### src/rtl/vga_pkg.sv
// Shared types, default geometry and helpers for the framebuffer arbiter.
package vga_pkg;

  localparam int H_ACTIVE_DEF  = 800;
  localparam int V_ACTIVE_DEF  = 600;
  localparam int PIX_W_DEF     = 8;
  localparam int FB_ADDR_W_DEF = 19;
  localparam int X_W           = 11;
  localparam int Y_W           = 10;

  typedef enum logic [0:0] {
    SW_IDLE = 1'b0,
    SW_PEND = 1'b1
  } swap_state_t;

  // Multiply by a constant as a sum of shifted copies; with k constant this
  // unrolls into a small adder tree instead of a hard multiplier.
  function automatic logic [31:0] fb_mul(input logic [31:0] a, input logic [31:0] k);
    logic [31:0] acc;
    acc = 32'd0;
    for (int i = 0; i < 32; i++) begin
      if (k[i]) begin
        acc = acc + (a << i);
      end else begin
        acc = acc;
      end
    end
    return acc;
  endfunction

endpackage

### src/rtl/vga_sync_delay.sv
// Fixed-depth shift register keeping sync/display_on aligned with the pixel path.
module vga_sync_delay #(
  parameter int DEPTH = 2,
  parameter int W     = 3
) (
  input  logic         clk,
  input  logic         reset_n,
  input  logic [W-1:0] din,
  output logic [W-1:0] dout
);

  logic [DEPTH-1:0][W-1:0] pipe;

  // Shift the sync bundle one stage per pixel clock.
  always_ff @(posedge clk or negedge reset_n) begin
    if (!reset_n) begin
      pipe <= '0;
    end else begin
      pipe[0] <= din;
      for (int i = 1; i < DEPTH; i++) begin
        pipe[i] <= pipe[i-1];
      end
    end
  end

  assign dout = pipe[DEPTH-1];

endmodule

### src/rtl/vga_fb_arbiter.sv
// Framebuffer port owner: display fetches first, host writes in the free
// slots, double-buffered page flip at vertical-blank start, and a 2-cycle
// aligned pixel/sync output path.
module vga_fb_arbiter
  import vga_pkg::*;
#(
  parameter int H_ACTIVE    = H_ACTIVE_DEF,
  parameter int V_ACTIVE    = V_ACTIVE_DEF,
  parameter int SCALE_SHIFT = 0,
  parameter int PIX_W       = PIX_W_DEF,
  parameter int FB_ADDR_W   = FB_ADDR_W_DEF
) (
  input  logic                 vga_clk_in,
  input  logic                 reset_n_in,
  input  logic                 h_sync_in,
  input  logic                 v_sync_in,
  input  logic                 display_on_in,
  input  logic [X_W-1:0]       pixel_x_in,
  input  logic [Y_W-1:0]       pixel_y_in,
  input  logic                 host_valid_in,
  input  logic [FB_ADDR_W-1:0] host_addr_in,
  input  logic [PIX_W-1:0]     host_data_in,
  output logic                 host_ready_out,
  input  logic                 swap_req_in,
  output logic                 swap_done_out,
  output logic                 front_page_out,
  output logic [FB_ADDR_W:0]   mem_addr_out,
  output logic                 mem_we_out,
  output logic [PIX_W-1:0]     mem_wdata_out,
  input  logic [PIX_W-1:0]     mem_rdata_in,
  output logic                 h_sync_out,
  output logic                 v_sync_out,
  output logic                 display_on_out,
  output logic [PIX_W-1:0]     rgb_out
);

  localparam int             FB_W   = H_ACTIVE >> SCALE_SHIFT;
  localparam logic [X_W-1:0] X_MASK = X_W'((32'd1 << SCALE_SHIFT) - 32'd1);

  logic                 fetch_need;
  logic                 host_fire;
  logic                 vblank_start;
  logic [31:0]          row_wide;
  logic [31:0]          col_wide;
  logic [FB_ADDR_W-1:0] fetch_offset;
  logic                 fetch_d1;
  logic                 disp_d1;
  logic [PIX_W-1:0]     pix_reg;
  logic [PIX_W-1:0]     pix_next;
  swap_state_t          swap_state;

  // Only the first pixel of each downscaled block needs a RAM read.
  assign fetch_need     = display_on_in && ((pixel_x_in & X_MASK) == {X_W{1'b0}});
  assign host_ready_out = !fetch_need;
  assign host_fire      = host_valid_in && !fetch_need;
  assign vblank_start   = (pixel_y_in == Y_W'(V_ACTIVE)) && (pixel_x_in == {X_W{1'b0}});

  assign row_wide     = 32'(pixel_y_in) >> SCALE_SHIFT;
  assign col_wide     = 32'(pixel_x_in) >> SCALE_SHIFT;
  assign fetch_offset = FB_ADDR_W'(fb_mul(row_wide, 32'(FB_W)) + col_wide);

  // RAM port: display fetch wins, host write uses the slot otherwise, address holds when idle.
  always_ff @(posedge vga_clk_in or negedge reset_n_in) begin
    if (!reset_n_in) begin
      mem_addr_out  <= '0;
      mem_we_out    <= 1'b0;
      mem_wdata_out <= '0;
    end else if (fetch_need) begin
      mem_addr_out <= {front_page_out, fetch_offset};
      mem_we_out   <= 1'b0;
    end else if (host_fire) begin
      mem_addr_out  <= {~front_page_out, host_addr_in};
      mem_we_out    <= 1'b1;
      mem_wdata_out <= host_data_in;
    end else begin
      mem_we_out <= 1'b0;
    end
  end

  // New pixel arrives on the cycle after a fetch; otherwise replicate the last one.
  always_comb begin
    pix_next = pix_reg;
    if (fetch_d1) begin
      pix_next = mem_rdata_in;
    end else begin
      pix_next = pix_reg;
    end
  end

  // Pixel register and blanked rgb output, two cycles behind the input sample.
  always_ff @(posedge vga_clk_in or negedge reset_n_in) begin
    if (!reset_n_in) begin
      fetch_d1 <= 1'b0;
      disp_d1  <= 1'b0;
      pix_reg  <= '0;
      rgb_out  <= '0;
    end else begin
      fetch_d1 <= fetch_need;
      disp_d1  <= display_on_in;
      pix_reg  <= pix_next;
      rgb_out  <= disp_d1 ? pix_next : {PIX_W{1'b0}};
    end
  end

  // Page-swap FSM: a request waits for vertical-blank start, then flips once.
  always_ff @(posedge vga_clk_in or negedge reset_n_in) begin
    if (!reset_n_in) begin
      swap_state     <= SW_IDLE;
      front_page_out <= 1'b0;
      swap_done_out  <= 1'b0;
    end else begin
      swap_done_out <= 1'b0;
      case (swap_state)
        SW_IDLE: begin
          if (swap_req_in && vblank_start) begin
            front_page_out <= ~front_page_out;
            swap_done_out  <= 1'b1;
            swap_state     <= SW_IDLE;
          end else if (swap_req_in) begin
            swap_state <= SW_PEND;
          end else begin
            swap_state <= SW_IDLE;
          end
        end
        SW_PEND: begin
          if (vblank_start) begin
            front_page_out <= ~front_page_out;
            swap_done_out  <= 1'b1;
            swap_state     <= SW_IDLE;
          end else begin
            swap_state <= SW_PEND;
          end
        end
        default: begin
          swap_state <= SW_IDLE;
        end
      endcase
    end
  end

  vga_sync_delay #(
    .DEPTH(2),
    .W    (3)
  ) u_sync_delay (
    .clk    (vga_clk_in),
    .reset_n(reset_n_in),
    .din    ({h_sync_in, v_sync_in, display_on_in}),
    .dout   ({h_sync_out, v_sync_out, display_on_out})
  );

endmodule
### config.mk
export PLATFORM = sky130hd
export DESIGN_NAME = vga_fb_arbiter
export DESIGN_NICKNAME = d
export VERILOG_FILES = /design/src/rtl/vga_pkg.sv /design/src/rtl/vga_sync_delay.sv /design/src/rtl/vga_fb_arbiter.sv
export SDC_FILE = /design/constraint.sdc
export NUM_CORES = 1
export LEC_CHECK = 0
export CAP_MARGIN = 20
export CORE_MARGIN = 5
export CORE_UTILIZATION = 48
export DETAILED_ROUTE_END_ITERATION = 8
export GPL_ROUTABILITY_DRIVEN = 0
export GPL_TIMING_DRIVEN = 0
export PLACE_DENSITY = 0.84
export SYNTH_ARGS = -nofsm -noshare
export SYNTH_HDL_FRONTEND = slang
export SYNTH_SLANG_ARGS = --single-unit
export TNS_END_PERCENT = 20
### constraint.sdc
create_clock -name vga_clk_in -period 1.7 [get_ports vga_clk_in]
set_input_delay 0.34 -clock vga_clk_in [delete_from_list [all_inputs] [get_ports vga_clk_in]]
set_output_delay 0.34 -clock vga_clk_in [all_outputs]
set_load 0.02 [all_outputs]
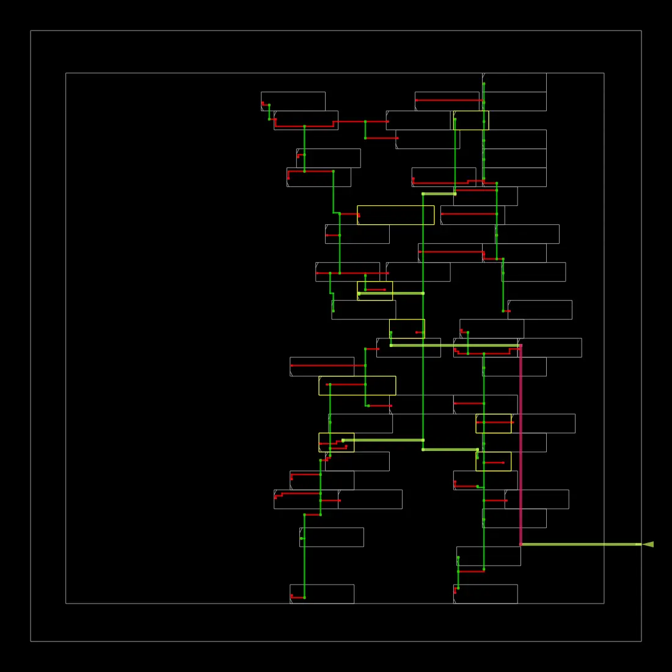
clocks.png
Clock net power: 0.000979 W
Clock Buffer Count: 6

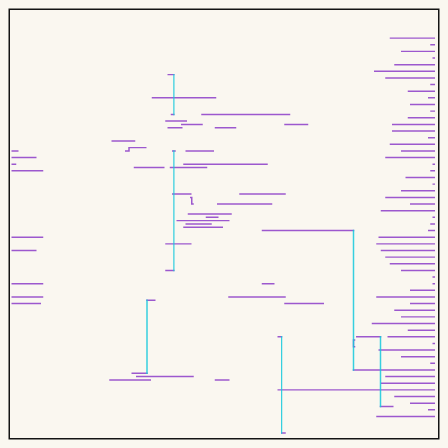
wires.png
Two of the layers only.
| color | layer | wire length |
|---|---|---|
| purple | metal 3 | 671 um |
| cyan | metal 4 | 110 um |
final wirelength: 8448 um
via count: 2589
Overall Global Routing Usage: 0.2243

## synth_stat cells, types with 3 or more instances
library cell                n
sky130_fd_sc_hd__a211oi_1  12
sky130_fd_sc_hd__a21oi_1   12
sky130_fd_sc_hd__nor3_1     3
sky130_fd_sc_hd__nand2_1   19
sky130_fd_sc_hd__buf_2      4
sky130_fd_sc_hd__nor2_1     4
sky130_fd_sc_hd__o21ai_0   14
sky130_fd_sc_hd__nor4_1     3
sky130_fd_sc_hd__dfrtp_1   46
sky130_fd_sc_hd__mux2_2    10
sky130_fd_sc_hd__clkbuf_1   7
sky130_fd_sc_hd__o211ai_1   3
sky130_fd_sc_hd__ha_1      31
sky130_fd_sc_hd__inv_1     34
sky130_fd_sc_hd__and2_1     9
sky130_fd_sc_hd__nor2b_1   10
sky130_fd_sc_hd__a21o_1     4
sky130_fd_sc_hd__a31o_2     3
sky130_fd_sc_hd__mux2i_1   12
sky130_fd_sc_hd__nand3_1    3
sky130_fd_sc_hd__fa_1      10
sky130_fd_sc_hd__xor2_1     3
## final timing paths
kind,end
min in group vga_clk_in,u_sync_delay.dout[2]
worst max-delay path,mem_addr_out[18]
worst min register to register,u_sync_delay.dout[2]
worst min-delay path,mem_addr_out[1]
worst max register to register,mem_addr_out[17]
max in group asynchronous,mem_wdata_out[4]
## cell families (layout without fill, tap and decap cells)
family	after synthesis	count (layout)	share of synthesized area
AND-OR/OR-AND	57	57	0.1295
XOR/XNOR	5	5	0.01512
adder cells (fa/ha/maj)	41	41	0.2029
buffers and inverters	45	168	0.06002
flip-flops	46	46	0.3972
multiplexers	22	22	0.08031
AND/OR/NAND/NOR	60	60	0.1148
## worst register-to-register path, cell delays in order (launching register included)
cell	delay (ns)
sky130_fd_sc_hd__dfrtp_1	0.38
sky130_fd_sc_hd__nor2b_1	0.13
sky130_fd_sc_hd__a211oi_1	0.29
sky130_fd_sc_hd__a31o_2	0.17
sky130_fd_sc_hd__a211oi_2	0.04
## what timing repair did
item                                    in CTS  in global routing
endpoints found under the setup margin      22                 23
setup buffers                                8                  2
pin swaps                                   24                  9
resized                                     84                 12
## flip-flops by register name, summed over array words and instances, names as in the netlist
name               flops
mem_addr_out          20
mem_wdata_out          8
rgb_out                8
u_sync_delay.dout      3
u_sync_delay.pipe      3
front_page_out         1
mem_we_out             1
swap_done_out          1
swap_state             1
## stage by stage
| stage | worst slack [ns] | TNS, ns | utilization |
|---|---|---|---|
| floorplan | -0.9164 | -7.861 | - |
| detailed placement | -1.757 | -21.15 | 0.6964 |
| global placement | -1.672 | -62.43 | 0.6926 |
| CTS | -0.8368 | -7.171 | 0.7713 |
| global route | -0.9651 | -8.623 | 0.7781 |
| finish | -0.9034 | -7.469 | 0.7781 |
## routing by layer
layer | global-route usage | wire length [um]
met1 | 0.2838 | 3509
met5 | 0 | 0
met2 | 0.3897 | 4158
met3 | 0.03198 | 671
met4 | 0.08229 | 110
## report_power, final
group	total, W	internal [W]	switching [W]
Combinational	0.00196	0.000988	0.000970
Sequential	0.00131	0.00124	0.0000674
Clock	0.000979	0.000626	0.000353
==> results.txt <==
yosys + openroad results -> status finished, violations left, failing checks negative setup slack, logic area 0.001862 mm2, power density cells between 900 and 1000 mW/mm2, Layout non-clock buf frac 0.2596, core area about 0.0059 mm2, maximum vdd drop between 500 and 600 uV, final worst setup slack -0.9034 ns, hold crit path type input port to asynchronous set/reset pin, Total Power Consumption roughly 0.0042 W, clock skew about 0.0025 ns, cell taking the most area after synthesis sky130_fd_sc_hd__dfrtp_1, final period demand of the worst path 2.603 ns, Req. time, crit path ~1.9 ns, fill cell instance count of the final layout ~350, global-route wire length before repair roughly 13000 um, number of top-level pins 106, total of endpoints with negative setup slack in the final report 11, Crit path largest cell delay 0.53 ns, detailed-route wire length per cell roughly 18 um, startpoint class of the critical path input port, biggest area consumer among cell classes multi-input combinational cells, cells after synthesis between 200 and 300, number of flip-flops and latches ~46, CTS tree built, layout overhead on the synthesized area 58.03%, static leakage 2.006 nW, tally of max-capacitance violations 0, cell with the biggest individual delay on the critical path sky130_fd_sc_hd__fa_1
Power is estimated from default activity; no workload was simulated.
